===== config.mk =====
export PLATFORM = sky130hd
export DESIGN_NAME = seven_seg_scan
export DESIGN_NICKNAME = d
export VERILOG_FILES = /design/src/rtl/seven_seg_pkg.sv /design/src/rtl/seven_seg_decode.sv /design/src/rtl/seven_seg_scan.sv
export SDC_FILE = /design/constraint.sdc
export NUM_CORES = 1
export LEC_CHECK = 0
export CORE_MARGIN = 1
export CORE_UTILIZATION = 40
export CTS_CLUSTER_SIZE = 30
export DETAILED_ROUTE_END_ITERATION = 6
export PLACE_DENSITY_LB_ADDON = 0.25
export SLEW_MARGIN = 20
export SYNTH_ARGS = -nofsm -noshare
export SYNTH_HDL_FRONTEND = slang
export SYNTH_SLANG_ARGS = --single-unit
export TNS_END_PERCENT = 30

===== constraint.sdc =====
create_clock -name clk -period 2 [get_ports clk]
set_input_delay 0.4 -clock clk [delete_from_list [all_inputs] [get_ports clk]]
set_output_delay 0.4 -clock clk [all_outputs]
set_load 0.01 [all_outputs]

===== src/rtl/seven_seg_pkg.sv =====
// Shared constants and types for the multiplexed seven-segment scanner.
// Segment patterns are active-high gfedcba; the board pins are active-low.
package seven_seg_pkg;

    localparam logic [7:0] SEG_OFF = 8'hFF;
    localparam logic [3:0] AN_OFF  = 4'hF;

    localparam logic [6:0] HEX_SEG [16] = '{
        7'h3F, 7'h06, 7'h5B, 7'h4F,
        7'h66, 7'h6D, 7'h7D, 7'h07,
        7'h7F, 7'h6F, 7'h77, 7'h7C,
        7'h39, 7'h5E, 7'h79, 7'h71
    };

    typedef enum logic {
        PH_BLANK = 1'b0,
        PH_DRIVE = 1'b1
    } phase_e;

    typedef struct packed {
        logic [15:0] value;
        logic [3:0]  dp;
        logic [3:0]  en;
    } disp_t;

endpackage


===== src/rtl/seven_seg_decode.sv =====
// Hex nibble plus decimal point to active-low {dp,g,f,e,d,c,b,a}.
module seven_seg_decode
    import seven_seg_pkg::*;
(
    input  logic [3:0] nibble,
    input  logic       dp,
    output logic [7:0] seg_c
);

    assign seg_c = {~dp, ~HEX_SEG[nibble]};

endmodule


===== src/rtl/seven_seg_scan.sv =====
// Four-digit seven-segment scanner with per-slot blanking and tear-free,
// frame-aligned display updates. Define SEVEN_SEG_LZB_EN for leading-zero blanking.
module seven_seg_scan
    import seven_seg_pkg::*;
#(
    parameter int unsigned REFRESH_DIV  = 100000,
    parameter int unsigned BLANK_CYCLES = 1000
) (
    input  logic        clk,
    input  logic        rst,
    input  logic [15:0] value,
    input  logic [3:0]  dp_in,
    input  logic [3:0]  digit_en,
    input  logic        load,
    output logic [7:0]  seg,
    output logic [3:0]  an,
    output logic        frame
);

    localparam int unsigned       CNT_W   = $clog2(REFRESH_DIV);
    localparam logic [CNT_W-1:0]  CNT_MAX = CNT_W'(REFRESH_DIV - 1);

    logic [CNT_W-1:0] div_cnt;
    logic [1:0]       idx;
    disp_t            disp;
    disp_t            pend;
    logic             pend_valid;

    logic             slot_end;
    logic             boundary;
    phase_e           phase;
    disp_t            load_data;
    logic [3:0]       sup;
    logic [3:0]       cur_nib;
    logic [7:0]       dec_seg_c;
    logic [7:0]       seg_c;
    logic [3:0]       an_c;

    assign slot_end  = (div_cnt == CNT_MAX);
    assign boundary  = slot_end && (idx == 2'd3);
    assign load_data = '{value: value, dp: dp_in, en: digit_en};

    always_comb begin
        phase = PH_DRIVE;
        if (32'(div_cnt) < BLANK_CYCLES) phase = PH_BLANK;
    end

    // Slot counter and digit index
    always_ff @(posedge clk) begin
        if (rst) begin
            div_cnt <= '0;
            idx     <= 2'd0;
        end else if (slot_end) begin
            div_cnt <= '0;
            idx     <= idx + 2'd1;
        end else begin
            div_cnt <= div_cnt + CNT_W'(1);
        end
    end

    // Pending/display registers; display only moves at the frame boundary
    always_ff @(posedge clk) begin
        if (rst) begin
            disp       <= '0;
            pend       <= '0;
            pend_valid <= 1'b0;
        end else if (boundary) begin
            if (load) begin
                disp <= load_data;
            end else if (pend_valid) begin
                disp <= pend;
            end
            pend_valid <= 1'b0;
        end else if (load) begin
            pend       <= load_data;
            pend_valid <= 1'b1;
        end
    end

`ifdef SEVEN_SEG_LZB_EN
    // A digit is dropped only when it and every higher shown digit are blank zeros
    always_comb begin
        logic hi_blank;
        sup      = 4'b0000;
        hi_blank = 1'b1;
        for (int k = 3; k >= 1; k--) begin
            sup[k]   = hi_blank && (disp.value[4*k +: 4] == 4'h0) && !disp.dp[k];
            hi_blank = hi_blank && (!disp.en[k] || sup[k]);
        end
    end
`else
    assign sup = 4'b0000;
`endif

    assign cur_nib = 4'(disp.value >> {idx, 2'b00});

    seven_seg_decode u_decode (
        .nibble (cur_nib),
        .dp     (disp.dp[idx]),
        .seg_c  (dec_seg_c)
    );

    always_comb begin
        an_c  = AN_OFF;
        seg_c = SEG_OFF;
        if (phase == PH_DRIVE && disp.en[idx] && !sup[idx]) begin
            an_c  = ~(4'b0001 << idx);
            seg_c = dec_seg_c;
        end
    end

    always_ff @(posedge clk) begin
        if (rst) begin
            seg   <= SEG_OFF;
            an    <= AN_OFF;
            frame <= 1'b0;
        end else begin
            seg   <= seg_c;
            an    <= an_c;
            frame <= boundary;
        end
    end

endmodule

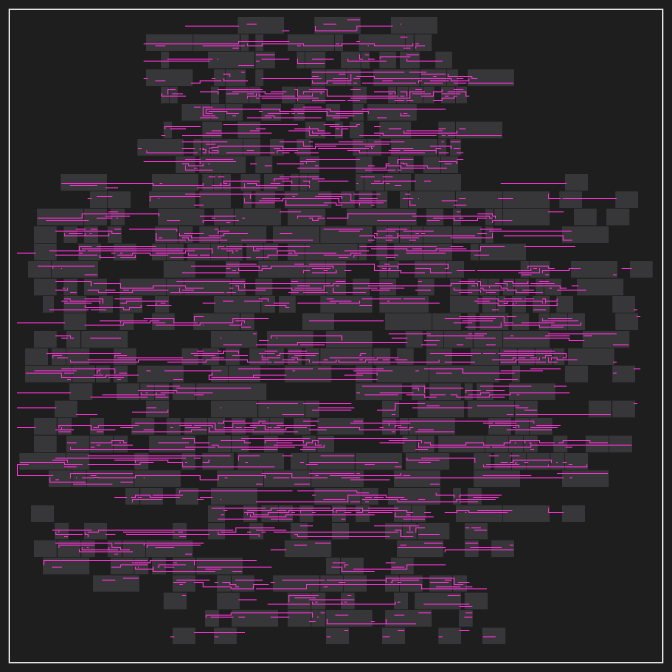
met1.png
Cells faint in the background.
nets with wire on the layer: 441
main direction: horizontal

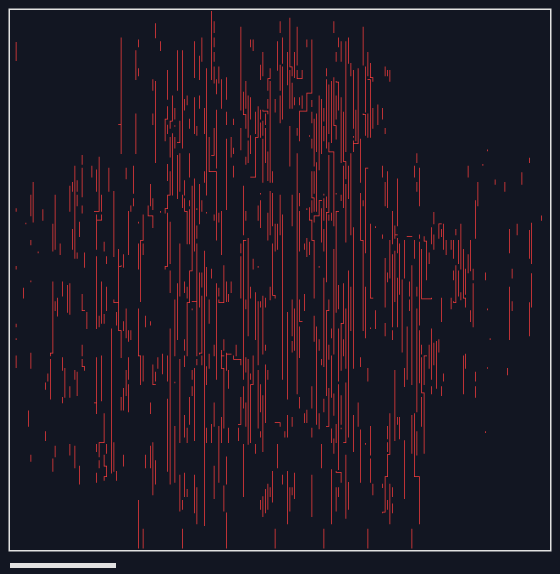
met2.png
Bar = 20 um.
nets with wire on the layer: 400
main direction: vertical

==> qor.yml <==
drtIter0Drc: 115
final_cell_mix: "80 x dfxtp_1, 50 x nand2b_1, 48 x mux2i_1"
async_reset_ff_share_pct: 0
clock_skew_ns: 0.01028
synth-main-ff-cell: "dfxtp_1"
adder_share_pct: 3.465
grt_max_degree: 34
ys_chip_area_mm2: 0.003973
status: "completed"
post-route-util_pct: 50.79
fp.dieH_um: 101.7
finish.net_count: 488
die_x_um: 101.7
hpwl_um: 5873
cp-startpoint: "idx[0]$_SDFFE_PP0P_"
grt_use_total_pct: 17.53
maxCapViolations: 0
avgViaCountPerCell: 5.190
cp.arrival_ns: 2.12
cts_hold_buf: 0
logic_family: "simple AND/OR/NAND/NOR gates"
fmax_mhz: 530.8
ys_sh_aoi_pct: 12.57
hold_class: "in2reg"
yosys-mux-area-fraction_pct: 16.35
setup.worst_path.start_class: "flop"
path_class: "reg2reg"
ys_seq_share_pct: 40.82
fp_nets: 441
fin_crit_sh_pct: 94.20
endpoint_kind: "flop"
clk_root_buffer_cell: "clkbuf_8"
ant_nets: 0
first_pass_iters: 4
ios: 40
antenna_cells: 0
post-route-drc-count: 0
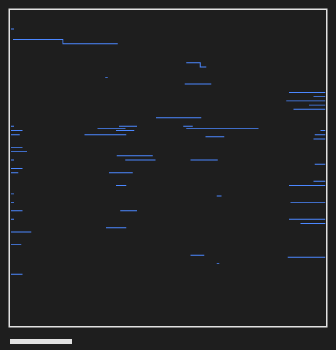
met3.png
Bar = 20 um.
longest straight run: 23.0 um
share of all routed wire: 4.0%
main direction: horizontal

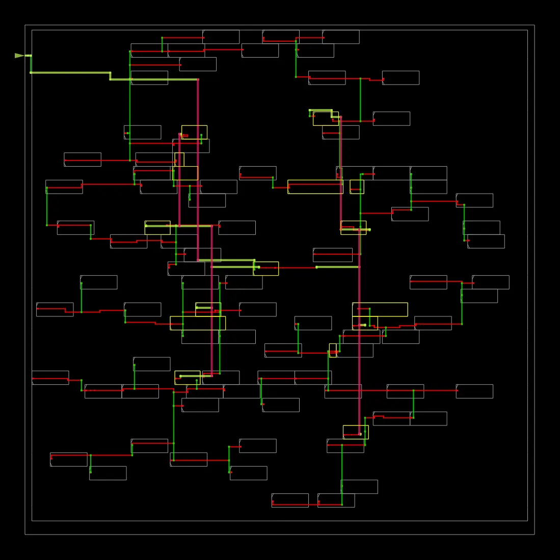
final_clocks.png
clk latency late pin: 0.36 ns
Num CTS Buffers: 9
clock sinks: 81

## layer usage
metal	global-route usage [%]	vias up	routed length, um
li1	-	1543	-
met1	25.19	1430	4418
met2	25.78	65	3567
met3	2.830	14	334
met4	7.692	0	147
met5	0	-	0
## what timing repair did
action,4_1_cts,5_1_grt
resized,0,2
setup endpoints to repair,0,28
buffers inserted,0,3
## path summary, 6_finish.rpt
path / endpoint / slack (ns) / cells after the start
worst max-delay path: seg[3]$_SDFF_PP1_ / 0.12 / 5
worst min-delay path: idx[0]$_SDFFE_PP0P_ / 0.46 / 2
worst max register to register: seg[3]$_SDFF_PP1_ / 0.12 / 5
worst min register to register: pend[11]$_SDFFE_PP0P_ / 0.47 / 2
## kinds of logic (layout without fill, tap and decap cells)
logic type                 after synthesis  in the layout
buffers and inverters                   41             93
and+or+nand+nor                        124            124
muxes                                   56             56
xor gates and xnor gates                16             16
adders and majority gates               11             11
AOI/OAI and AO/OA                       74             74
DFF                                     81             81
## synth_stat cells, types with 2 or more instances
library cell  instances  area, um2
mux2i_1              48      480.5
o31ai_1               2      15.01
nor3_1                2      10.01
dfxtp_1              81       1622
nand2b_1             50      312.8
o211ai_1              4      30.03
nor2_1               17      63.81
a31oi_1              24      150.1
or3_1                 5      31.28
nor3b_1               2      15.01
and3_1                4      25.02
buf_2                 5      25.02
nand4_1               7      43.79
clkbuf_1             21      78.83
xnor2_1               4      35.03
xor2_1               12      105.1
nor4_1                3      18.77
o21ai_0               7      35.03
buf_6                 4      45.04
o21a_1                2      15.01
nand3_1              10      50.05
a21oi_1               6      30.03
mux4_2                7      157.7
nand4b_1              2      17.52
inv_1                 8      30.03
nand2_1              14      52.55
a211oi_1             25      187.7
or2_2                 2      12.51
buf_4                 2      15.01
ha_1                 11      137.6
## final cells by class
type                            instances  area, um2  area share (%)
Tap cell                              133      166.4           3.383
Sequential cell                        81       1623           32.99
Multi-Input combinational cell        281       2166           44.03
Timing Repair Buffer                   69      689.4           14.02
Inverter                                8      30.03          0.6105
Clock inverter                          5      102.6           2.086
Clock buffer                           11      141.4           2.875
## report_power, final
part	internal (mW)	leakage (nW)	switching, mW
Sequential	1.65	0.659	0.0199
Clock	0.862	0.120	0.596
Combinational	0.139	1.06	0.121
## stage by stage
stage	hold WS (ns)	setup TNS, ns	std cells	setup slack, ns	cell area [um2]
2_1_floorplan	0.4412	-0.001320	403	-0.001320	3983
3_3_place_gp	0.4568	0	569	0.03977	4634
3_5_place_dp	0.4649	-0.009494	569	-0.009494	4634
4_1_cts	0.4380	0	585	0.008688	4878
5_1_grt	0.4731	0	588	0.01678	4918
6_report	0.4559	0	588	0.1161	4918
## sequential cells by signal (all words and copies together), names as in the netlist
signal,flops
pend_valid,1
disp,24
an,4
div_cnt,17
pend,24
idx,2
frame,1
seg,8
## worst max-delay path, stage by stage (launching register included)
cell and delay [ns]:
dfxtp_2 0.41, mux4_2 0.58, ha_1 0.26, or2_2 0.30, a21oi_1 0.13, o21ai_0 0.08
Power and IR drop assume default switching activity.
